==> images/met3.png <==
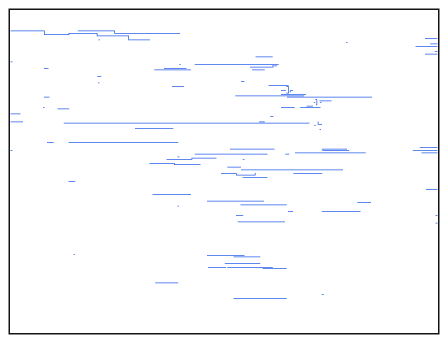
==> images/final_congestion.png <==
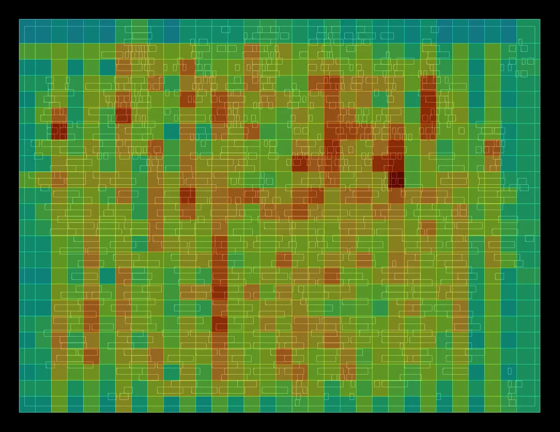
==> images/met1.png <==
Bar = 50 µm. Supply wires on this layer in gray.
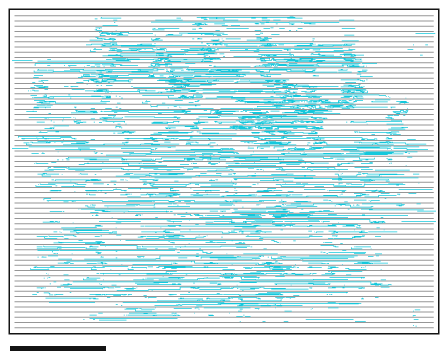
==> images/met4.png <==
Supply wires on this layer in gray.
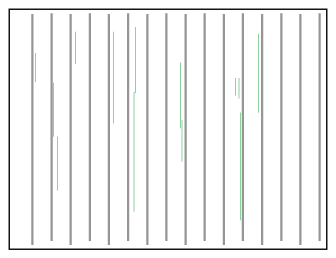
==> images/met2.png <==
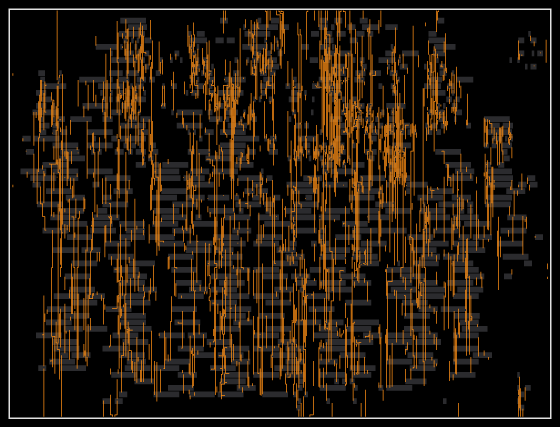
===== src/rtl/axicb_cpl_tracker.sv =====
// axicb_cpl_tracker: per-master completion ordering tracker for the crossbar switch.
// Hashed ID slots with FIFOs, round-robin completion arbitration, DECERR bursts.
module axicb_cpl_tracker #(
    parameter int                  RD_PATH     = 0,
    parameter int                  AXI_ID_W    = 8,
    parameter int                  SLV_NB      = 4,
    parameter int                  ID_NB       = 4,
    parameter int                  ID_DEPTH    = 4,
    parameter logic [AXI_ID_W-1:0] MST_ID_MASK = '0,
    parameter int                  CCH_W       = 8
) (
    input  logic                    aclk,
    input  logic                    aresetn,
    input  logic                    a_valid,
    input  logic                    a_ready,
    output logic                    a_full,
    input  logic [7:0]              a_len,
    input  logic [AXI_ID_W-1:0]     a_id,
    input  logic [SLV_NB-1:0]       a_ix,
    input  logic                    a_mr,
    input  logic [SLV_NB-1:0]       c_valid,
    input  logic [SLV_NB-1:0]       c_last,
    input  logic [CCH_W*SLV_NB-1:0] c_ch,
    input  logic                    c_ready,
    output logic [SLV_NB-1:0]       c_grant,
    output logic                    c_mr,
    output logic [7:0]              c_len,
    output logic [AXI_ID_W-1:0]     c_id,
    output logic                    c_mr_last,
    output logic                    busy,
    output logic                    err_unexp,
    output logic                    err_ovf
);

    localparam int IX_W = $clog2(ID_NB);
    localparam int PT_W = $clog2(ID_DEPTH);

    typedef enum logic {IDLE, BUSY} state_t;

    state_t state;
    state_t state_nxt;

    logic [7:0]          st_len [ID_NB][ID_DEPTH];
    logic [SLV_NB-1:0]   st_ix  [ID_NB][ID_DEPTH];
    logic                st_mr  [ID_NB][ID_DEPTH];
    logic [AXI_ID_W-1:0] st_id  [ID_NB][ID_DEPTH];

    logic [PT_W-1:0] wr_ptr [ID_NB];
    logic [PT_W-1:0] rd_ptr [ID_NB];
    logic [PT_W:0]   used   [ID_NB];

    logic [ID_NB-1:0]    h_vld;
    logic [ID_NB-1:0]    h_mr;
    logic [ID_NB-1:0]    full;
    logic [SLV_NB-1:0]   h_ix  [ID_NB];
    logic [7:0]          h_len [ID_NB];
    logic [AXI_ID_W-1:0] h_id  [ID_NB];

    logic            push_en;
    logic [IX_W-1:0] push_slot;
    logic [ID_NB-1:0] psh;
    logic [ID_NB-1:0] pll;
    logic [ID_NB-1:0] acc;

    logic [ID_NB-1:0] req_mr;
    logic [ID_NB-1:0] req_nm;
    logic [ID_NB-1:0] req_sel;
    logic             unexp;
    logic             win_vld;
    logic [IX_W-1:0]  win;
    logic [IX_W-1:0]  lock;
    logic [IX_W-1:0]  rr_ptr;
    logic [7:0]       cnt;
    logic             beat;
    logic             fin;
    logic             mr_last;

    function automatic logic [IX_W-1:0] slot_of(input logic [AXI_ID_W-1:0] id);
        logic [AXI_ID_W-1:0] h;
        h = id ^ MST_ID_MASK;
        return h[IX_W-1:0];
    endfunction

    always_comb begin
        for (int i = 0; i < ID_NB; i++) begin
            h_vld[i] = (used[i] != '0);
            full[i]  = (used[i] == (PT_W+1)'(ID_DEPTH));
            h_ix[i]  = st_ix[i][rd_ptr[i]];
            h_mr[i]  = st_mr[i][rd_ptr[i]];
            h_len[i] = st_len[i][rd_ptr[i]];
            h_id[i]  = st_id[i][rd_ptr[i]];
        end
    end

    assign push_en   = a_valid & a_ready;
    assign push_slot = slot_of(a_id);

    // A full slot still accepts a push when its head retires in the same cycle.
    always_comb begin
        for (int i = 0; i < ID_NB; i++) begin
            psh[i] = push_en && (push_slot == IX_W'(i));
            pll[i] = fin && (lock == IX_W'(i));
            acc[i] = psh[i] && (!full[i] || pll[i]);
        end
    end

    always_comb begin
        logic [IX_W-1:0] k;
        k      = '0;
        req_nm = '0;
        unexp  = 1'b0;
        for (int i = 0; i < ID_NB; i++) begin
            req_mr[i] = h_vld[i] & h_mr[i];
        end
        for (int j = 0; j < SLV_NB; j++) begin
            if (c_valid[j]) begin
                k = slot_of(c_ch[j*CCH_W +: AXI_ID_W]);
                if (h_vld[k] && h_ix[k][j]) begin
                    if (!h_mr[k]) begin
                        req_nm[k] = 1'b1;
                    end
                end else begin
                    unexp = 1'b1;
                end
            end
        end
    end

    // Misrouted heads win outright; rotate within the winning class.
    always_comb begin
        logic [IX_W-1:0] idx;
        idx     = '0;
        req_sel = (|req_mr) ? req_mr : req_nm;
        win_vld = 1'b0;
        win     = '0;
        for (int n = 0; n < ID_NB; n++) begin
            idx = rr_ptr + IX_W'(n);
            if (!win_vld && req_sel[idx]) begin
                win_vld = 1'b1;
                win     = idx;
            end
        end
    end

    always_comb begin
        state_nxt = state;
        beat      = 1'b0;
        fin       = 1'b0;
        mr_last   = 1'b0;
        unique case (state)
            IDLE: begin
                if (win_vld) begin
                    state_nxt = BUSY;
                end
            end
            BUSY: begin
                if (h_mr[lock]) begin
                    mr_last = (RD_PATH != 0) ? (cnt == h_len[lock]) : 1'b1;
                    beat    = c_ready;
                    fin     = beat & mr_last;
                end else begin
                    beat = (|(c_valid & h_ix[lock])) & c_ready;
                    fin  = beat & ((RD_PATH != 0) ? |(c_last & h_ix[lock]) : 1'b1);
                end
                if (fin) begin
                    state_nxt = IDLE;
                end
            end
        endcase
    end

    always_ff @(posedge aclk) begin
        for (int i = 0; i < ID_NB; i++) begin
            if (acc[i]) begin
                st_len[i][wr_ptr[i]] <= (RD_PATH != 0) ? a_len : 8'd0;
                st_ix[i][wr_ptr[i]]  <= a_ix;
                st_mr[i][wr_ptr[i]]  <= a_mr;
                st_id[i][wr_ptr[i]]  <= a_id;
            end
        end
    end

    always_ff @(posedge aclk) begin
        if (!aresetn) begin
            state     <= IDLE;
            lock      <= '0;
            rr_ptr    <= '0;
            cnt       <= '0;
            err_unexp <= 1'b0;
            err_ovf   <= 1'b0;
            for (int i = 0; i < ID_NB; i++) begin
                wr_ptr[i] <= '0;
                rd_ptr[i] <= '0;
                used[i]   <= '0;
            end
        end else begin
            state <= state_nxt;
            if (state == IDLE && win_vld) begin
                lock <= win;
            end
            if (fin) begin
                rr_ptr <= lock + IX_W'(1);
                cnt    <= '0;
            end else if (beat && h_mr[lock]) begin
                cnt <= cnt + 8'd1;
            end
            if (state == IDLE && unexp) begin
                err_unexp <= 1'b1;
            end
            if (|(psh & full & ~pll)) begin
                err_ovf <= 1'b1;
            end
            for (int i = 0; i < ID_NB; i++) begin
                if (acc[i]) begin
                    wr_ptr[i] <= wr_ptr[i] + PT_W'(1);
                end
                if (pll[i]) begin
                    rd_ptr[i] <= rd_ptr[i] + PT_W'(1);
                end
                if (acc[i] && !pll[i]) begin
                    used[i] <= used[i] + (PT_W+1)'(1);
                end else if (!acc[i] && pll[i]) begin
                    used[i] <= used[i] - (PT_W+1)'(1);
                end
            end
        end
    end

    assign busy      = (state == BUSY);
    assign a_full    = |full;
    assign c_mr      = busy & h_mr[lock];
    assign c_grant   = (busy && !h_mr[lock]) ? h_ix[lock] : '0;
    assign c_len     = busy ? h_len[lock] : 8'd0;
    assign c_id      = busy ? h_id[lock] : '0;
    assign c_mr_last = c_mr & mr_last;

endmodule


===== config.mk =====
export PLATFORM = sky130hd
export DESIGN_NAME = axicb_cpl_tracker
export DESIGN_NICKNAME = d
export VERILOG_FILES = /design/src/rtl/axicb_cpl_tracker.sv
export SDC_FILE = /design/constraint.sdc
export NUM_CORES = 1
export LEC_CHECK = 0
export CELL_PAD_IN_SITES_DETAIL_PLACEMENT = 1
export CELL_PAD_IN_SITES_GLOBAL_PLACEMENT = 2
export CORE_ASPECT_RATIO = 0.75
export CORE_MARGIN = 2
export CORE_UTILIZATION = 30
export CTS_CLUSTER_DIAMETER = 80
export CTS_CLUSTER_SIZE = 20
export DETAILED_ROUTE_END_ITERATION = 8
export GPL_TIMING_DRIVEN = 0
export PLACE_DENSITY_LB_ADDON = 0.15
export SETUP_SLACK_MARGIN = 0.4
export SLEW_MARGIN = 10
export SYNTH_ARGS = -nofsm -noshare
export SYNTH_HDL_FRONTEND = slang
export SYNTH_SLANG_ARGS = --single-unit

===== constraint.sdc =====
create_clock -name aclk -period 3.7 [get_ports aclk]
set_input_delay 0.555 -clock aclk [delete_from_list [all_inputs] [get_ports aclk]]
set_output_delay 0.555 -clock aclk [all_outputs]
set_load 0.05 [all_outputs]

==> notes.md <==
flow finished, numbers: Max H-tree Level=1, static leakage=4.276 nW, GPL Wtd Cong=0.8361, Clock-cell share=0.03776, Core Util, Final=0.3581, Period Utilization, post-route=0.9019, DRC=0, run status=completed, Routed Antenna Nets=0, Synth Flop Type=edfxtp_1, Compound Share, Synth=0.04298, Non-clk invs=27, Layout area overhead=17.77%, Max-area cell class=flip-flops and latches, Finished Cell Area=12820 µm², sequential-to-total area share from yosys stat=0.6638, Dominant comb cell=multiplexers, Top cell excl fill/tap=edfxtp_1, slew margin rel.=0.3400, routed wl met3=1.253 mm, DRT met1 WL=14.66 mm, chip area=37850 µm², Fin Clk Skew=0.02457 ns, Worst setup SP type=flop, Via density=5.092, f_max=299.7 MHz, post-placement cell count=1168, Finished Layout Cells=1212, Mapped Area=10890 µm², crit path buf inv count=2, crit path max fanout=8, setup ws final=0.3630 ns, max reg flops=128, dpl hpwl=20.89 mm, MaxCap Viol Count=0, Min Clock Period, post-route=3.337 ns, most instantiated logic cells after routing=edfxtp_1, mux4_2, buf_4, logic area=3588 µm², XOR-XNOR Cells, Area Fraction=0.005631, measured slew at the worst slew-check pin=0.9901 ns, Yosys cell types=62, crit path DRT=3.14 ns, nonclk buf count=102, Comb/total area=0.2799, setup repair after global routing missed its margin=true, number of fill cells in the layout=3563, Tap Cells=465, Simple-Gate Area Share=0.08768, boundary pin count=92, Setup crit end kind=output port, Synth area leader=edfxtp_1, crit path kind=reg2out, layout cell share with drive strength beyond 1=0.2614, top cell type's share of synthesized area=0.6509, cells in synth_stat.txt=650, Top area cell types=edfxtp_1, mux4_2, ha_1, area fraction in mux cells=0.1419, flop share of the area=0.5636, Power Dens Cells=449.0 nW/µm², Antenna diodes=1, total power=5.758 mW, core footprint=35810 µm², FF/Latch Area=7227 µm², flip-flops=243, Sink Count=243, family with the most delay on the worst path=multiplexers, Post-CTS Setup Bufs=18, ys flops=243, met2 WL=12.92 mm, first-pass GRT wire length=43.29 mm, DRT Pass-1 Iters=5, Port Buf Inserts=46, crit-path cells=buf_6 > mux4_2 > mux4_2 > nand2b_4 > nor3_4 > buf_6, syn_area_per_cell=16.75 µm², highest metal used=met4, Final Max Slew Viols=0, per-cell routed wire length=24.24 µm, clock buf count=18, non-clk buf share=0.06528, Setup violations, final=0, Peak supply drop=225.2 µV, CTS Hold Bufs=0, initial core utilization=0.3041, Worst-path clk slew=0.08 ns, number of enable flip-flop cells=236
About met3.png:
The layer carries 1250 µm of wire. 62 nets have wire on it.
total wire length: 29.38 mm
GRT met3 Usage: 0.02014
DR vias: 6171

About final_congestion.png:
met1 Use GR: 0.2393
gr usage total: 0.1557

About met1.png:
The wires run mostly horizontal. The longest straight run is 87.4 µm. 756 nets have wire on it. The layer carries 14700 µm of wire.

About met4.png:
8 nets have wire on it. The layer carries 549 µm of wire. The wires run mostly vertical. The layer holds 1.9% of the routed length.

About met2.png:
The layer carries 12900 µm of wire. The longest straight run is 94.9 µm. 735 nets have wire on it. The layer holds 44% of the routed length. The wires run mostly vertical.
routing usage on met2: 0.2347

==> routing by layer <==
metal,track usage,vias up
met4,0.03391,0
li1,-,2738
met2,0.2347,143
met1,0.2393,3256
met5,0,-
met3,0.02014,34
==> where the power goes <==
part / internal [mW] / leakage (nW) / switching (mW)
logic: 0.322 / 1.82 / 0.506
clock network: 0.860 / 0.238 / 0.974
registers: 3.06 / 2.22 / 0.0369
total: 4.24 / 4.28 / 1.52
==> path summary, 6_finish.rpt <==
path                     start         end  slack (ns)  depth (start not counted)
hold reg to reg      err_unexp   err_unexp        0.48                          1
setup / recovery  rd_ptr[2][0]  c_grant[3]        0.36                          6
setup reg to reg  rd_ptr[1][0]  used[1][2]        0.37                         12
hold / removal       err_unexp   err_unexp        0.48                          1
Power figures rest on the tool's default switching activity, not on a simulated workload.
